`src/rtl/mult_scoreboard.sv`:
```
// mult_scoreboard: in-order self-checking scoreboard for the multiplier datapath.
// Operand pairs are queued with their golden product when offered. Each DUT
// result (sum + carry) is compared against the oldest queued entry. The block
// keeps saturating pass/fail/unexpected counters, captures the first mismatch,
// and detects stalls.
module mult_scoreboard #(
  parameter int W       = 16,
  parameter int DEPTH   = 8,
  parameter int TIMEOUT = 256,
  parameter int CW      = 16
) (
  input  logic            clk,
  input  logic            rst,
  input  logic            start,
  input  logic [CW-1:0]   num_tests,
  input  logic            in_valid,
  output logic            in_ready,
  input  logic [W-1:0]    in_a,
  input  logic [W-1:0]    in_b,
  input  logic            in_signed,
  input  logic            out_valid,
  input  logic [2*W-1:0]  out_sum,
  input  logic [2*W-1:0]  out_carry,
  output logic [CW-1:0]   pass_cnt,
  output logic [CW-1:0]   fail_cnt,
  output logic [CW-1:0]   unexp_cnt,
  output logic [W-1:0]    first_fail_a,
  output logic [W-1:0]    first_fail_b,
  output logic [2*W-1:0]  first_fail_got,
  output logic [2*W-1:0]  first_fail_exp,
  output logic            timeout,
  output logic            done,
  output logic            grade
);

  localparam int AW = $clog2(DEPTH);
  localparam int NW = AW + 1;
  localparam int IW = $clog2(TIMEOUT + 1);

  typedef enum logic [1:0] {IDLE, RUN, DONE} state_e;

  state_e           state_q, state_d;
  logic [AW-1:0]    wr_ptr_q, wr_ptr_d, rd_ptr_q, rd_ptr_d;
  logic [NW-1:0]    count_q, count_d;
  logic [IW-1:0]    idle_q, idle_d;
  logic [CW:0]      checked_q, checked_d;
  logic [CW-1:0]    num_q, num_d;
  logic [CW-1:0]    pass_q, pass_d, fail_q, fail_d, unexp_q, unexp_d;
  logic [W-1:0]     ffa_q, ffa_d, ffb_q, ffb_d;
  logic [2*W-1:0]   ffgot_q, ffgot_d, ffexp_q, ffexp_d;
  logic             tmo_q, tmo_d;

  // Queue storage: operands and golden product per in-flight transaction.
  logic [W-1:0]     qa_q   [DEPTH];
  logic [W-1:0]     qb_q   [DEPTH];
  logic [2*W-1:0]   qexp_q [DEPTH];

  logic             push, chk_v, pop, unexp;
  logic [2*W-1:0]   ext_a, ext_b, prod, got;
  logic             match;

  function automatic logic [CW-1:0] sat_inc(input logic [CW-1:0] v);
    return (&v) ? v : v + CW'(1);
  endfunction

  // A full queue blocks pushes even if a pop happens in the same cycle.
  assign in_ready = (state_q == RUN) && (count_q != NW'(DEPTH));
  assign push     = in_valid & in_ready;
  assign chk_v    = out_valid & (state_q == RUN);
  // Emptiness is judged on the registered occupancy, so a same-cycle push
  // cannot satisfy a check.
  assign pop      = chk_v & (count_q != '0);
  assign unexp    = chk_v & (count_q == '0);

  // Sign- or zero-extend to 2W; the low 2W bits of the product are then
  // correct for both modes.
  assign ext_a = in_signed ? {{W{in_a[W-1]}}, in_a} : {{W{1'b0}}, in_a};
  assign ext_b = in_signed ? {{W{in_b[W-1]}}, in_b} : {{W{1'b0}}, in_b};
  assign prod  = ext_a * ext_b;
  assign got   = out_sum + out_carry;
  assign match = (got == qexp_q[rd_ptr_q]);

  // Queue write on push; storage needs no reset because the pointers gate it.
  always_ff @(posedge clk) begin
    if (push) begin
      qa_q[wr_ptr_q]   <= in_a;
      qb_q[wr_ptr_q]   <= in_b;
      qexp_q[wr_ptr_q] <= prod;
    end
  end

  // State and bookkeeping registers.
  always_ff @(posedge clk or posedge rst) begin
    if (rst) begin
      state_q   <= IDLE;
      wr_ptr_q  <= '0;
      rd_ptr_q  <= '0;
      count_q   <= '0;
      idle_q    <= '0;
      checked_q <= '0;
      num_q     <= '0;
      pass_q    <= '0;
      fail_q    <= '0;
      unexp_q   <= '0;
      ffa_q     <= '0;
      ffb_q     <= '0;
      ffgot_q   <= '0;
      ffexp_q   <= '0;
      tmo_q     <= 1'b0;
    end else begin
      state_q   <= state_d;
      wr_ptr_q  <= wr_ptr_d;
      rd_ptr_q  <= rd_ptr_d;
      count_q   <= count_d;
      idle_q    <= idle_d;
      checked_q <= checked_d;
      num_q     <= num_d;
      pass_q    <= pass_d;
      fail_q    <= fail_d;
      unexp_q   <= unexp_d;
      ffa_q     <= ffa_d;
      ffb_q     <= ffb_d;
      ffgot_q   <= ffgot_d;
      ffexp_q   <= ffexp_d;
      tmo_q     <= tmo_d;
    end
  end

  // Next-state: run control, queue pointers, checking and stall detection.
  always_comb begin
    state_d   = state_q;
    wr_ptr_d  = wr_ptr_q;
    rd_ptr_d  = rd_ptr_q;
    count_d   = count_q;
    idle_d    = idle_q;
    checked_d = checked_q;
    num_d     = num_q;
    pass_d    = pass_q;
    fail_d    = fail_q;
    unexp_d   = unexp_q;
    ffa_d     = ffa_q;
    ffb_d     = ffb_q;
    ffgot_d   = ffgot_q;
    ffexp_d   = ffexp_q;
    tmo_d     = tmo_q;
    case (state_q)
      IDLE, DONE: begin
        if (start) begin
          wr_ptr_d  = '0;
          rd_ptr_d  = '0;
          count_d   = '0;
          idle_d    = '0;
          checked_d = '0;
          num_d     = num_tests;
          pass_d    = '0;
          fail_d    = '0;
          unexp_d   = '0;
          ffa_d     = '0;
          ffb_d     = '0;
          ffgot_d   = '0;
          ffexp_d   = '0;
          tmo_d     = 1'b0;
          state_d   = (num_tests == '0) ? DONE : RUN;
        end
      end
      RUN: begin
        if (push) wr_ptr_d = wr_ptr_q + AW'(1);
        if (pop) begin
          rd_ptr_d  = rd_ptr_q + AW'(1);
          checked_d = checked_q + (CW+1)'(1);
          if (match) begin
            pass_d = sat_inc(pass_q);
          end else begin
            fail_d = sat_inc(fail_q);
            // fail_cnt still zero means this is the first mismatch of the run.
            if (fail_q == '0) begin
              ffa_d   = qa_q[rd_ptr_q];
              ffb_d   = qb_q[rd_ptr_q];
              ffgot_d = got;
              ffexp_d = qexp_q[rd_ptr_q];
            end
          end
        end
        if (unexp) unexp_d = sat_inc(unexp_q);
        count_d = count_q + NW'(push) - NW'(pop);
        if (out_valid || count_q == '0) idle_d = '0;
        else                            idle_d = idle_q + IW'(1);
        if (pop && checked_d == {1'b0, num_q}) state_d = DONE;
        if (idle_d == IW'(TIMEOUT)) begin
          tmo_d   = 1'b1;
          state_d = DONE;
        end
      end
      default: state_d = IDLE;
    endcase
  end

  assign pass_cnt       = pass_q;
  assign fail_cnt       = fail_q;
  assign unexp_cnt      = unexp_q;
  assign first_fail_a   = ffa_q;
  assign first_fail_b   = ffb_q;
  assign first_fail_got = ffgot_q;
  assign first_fail_exp = ffexp_q;
  assign timeout        = tmo_q;
  assign done           = (state_q == DONE);
  assign grade          = done && (fail_q == '0) && (unexp_q == '0) && !tmo_q;

endmodule
```
`config.mk`:
```
export PLATFORM = sky130hd
export DESIGN_NAME = mult_scoreboard
export DESIGN_NICKNAME = d
export VERILOG_FILES = /design/src/rtl/mult_scoreboard.sv
export SDC_FILE = /design/constraint.sdc
export NUM_CORES = 2
export LEC_CHECK = 0
export CORE_ASPECT_RATIO = 0.75
export CORE_MARGIN = 2
export CORE_UTILIZATION = 55
export CTS_BUF_LIST = sky130_fd_sc_hd__clkbuf_8
export DETAILED_ROUTE_END_ITERATION = 8
export PLACE_DENSITY_LB_ADDON = 0.3
export SYNTH_ARGS = -nofsm -noshare
export SYNTH_HDL_FRONTEND = slang
export SYNTH_SLANG_ARGS = --single-unit
```
`constraint.sdc`:
```
create_clock -name clk -period 9.4 [get_ports clk]
set_input_delay 1.41 -clock clk [delete_from_list [all_inputs] [get_ports clk]]
set_output_delay 1.41 -clock clk [all_outputs]
set_load 0.005 [all_outputs]
```
==> summary.txt <==
This memo summarizes the results of the implementation run.

Timing
The final worst clock skew is 0.0373 ns. The slew check shows that the tightest pin keeps a relative margin of 21.2%. OpenROAD reports that the post-layout worst path occupies 91.7% of the period. The final number of hold-violating endpoints is 0. In the final timing run, aggregate negative setup slack is 0 ns. The final timing report counts setup violations totalling 0.

Global routing
The initial antenna violation count came to 6. The busiest metal layer after global routing is met2. Overall routing resource usage recorded by global route was 27.3%.

The met1 track demand over resource is 40.4%.

Logic synthesis
Grouping non-sequential cells by family puts the most area in adder cells. The area recorded from the Yosys report for this design is 0.0437 sq mm. Synthesis handed over a netlist of 3369 instances. For reference, full adder, half adder and majority cells occupy 20.4% of the area reported after synthesis. The number of nets handed over by synthesis was 3997. The proportion of synthesized area in mux cells is 8.26%. The share of the Yosys chip area taken by registers is 46.6%.

The post-synth register bit count is 711. The most frequently used library cell after synthesis is sky130_fd_sc_hd__edfxtp_1. After synthesis, the largest area contributor takes up 35.2% of total cell area.

Die
According to the floorplan log, the row count is 89. The total area inside the core boundary comes to 0.0786 sq mm. The initial core utilization is 55.6%. The horizontal die size is 329 um.

Routing
The post-route report lists met1 wire length as 47200 um. The iteration-0 DRC count of the detailed router is 2648. Wires add up to 110000 um. The via count of the routed design is 28400.

The detailed router used layers up to and including met5.

Cells and area
The layout filler cell count is 5856. The fraction of area in registers is 40.7%. In the final layout, the registers with the most flip-flops are qexp_q (256), qa_q (128), qb_q (128).

Of the total standard cell area in the layout, the multi-input combinational portion is 42.7%. The count of flip-flops and latches is 711. In the final layout, flip-flops and latches occupy 0.0204 sq mm.

The number of logic gates is 2153. The area taken by multi-input logic gates is 0.0214 sq mm. The layout net count is 4326.

Clocking
CTS saw 711 sinks. The clock latency of the later-clocked register in the worst-skew pair is 0.75 ns. After clock tree synthesis, the repair step resized 0 gates.

Hold path
Note that the worst hold path type here is reg2reg. The destination of the worst hold path is first_fail_exp[14].

Place
Prior to clock tree synthesis, the placed netlist has a worst setup slack of 0.152 ns. The placement stage leaves a total instance area of 0.0479 sq mm. The count of placed standard cells including taps is 4635. The sum of net half-perimeters after detailed placement is 79300 um.

Flow run
The number of warnings reported in the stage logs is 30.

Worst setup path
The critical register-to-register path endpoint is first_fail_a[11]. The script reports the combined buffer and inverter count of the critical path as 5. OpenSTA lists the critical path endpoint as qexp_q[7][31].

Run status
The run finished with clean final reports.
Fig. 1: clock network drawn from the DEF
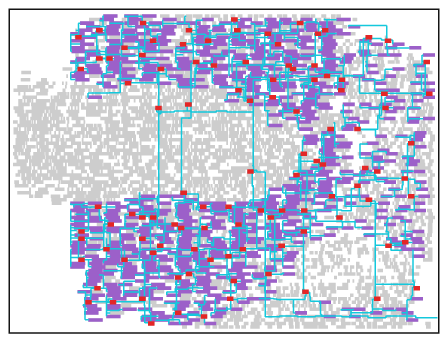
Key: red = clock-net drivers [count 107]; purple = flip-flops [count 711]; cyan = clock wires [length 8670 um]
Position of the flops: widely spread.

Fig. 2: signal metal coverage by tile
The die is cut into 33 by 25 equal tiles; black is low, pale yellow is high, scaled to the fullest tile. Values are wire area over tile area, all layers added.
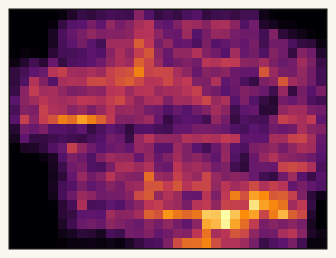
10% of the tiles are nearly empty. The mean over all tiles is 0.22. The fullest tile reaches 0.72. 14% of the tiles are over half the peak. The emptiest ninth of the die: bottom left.

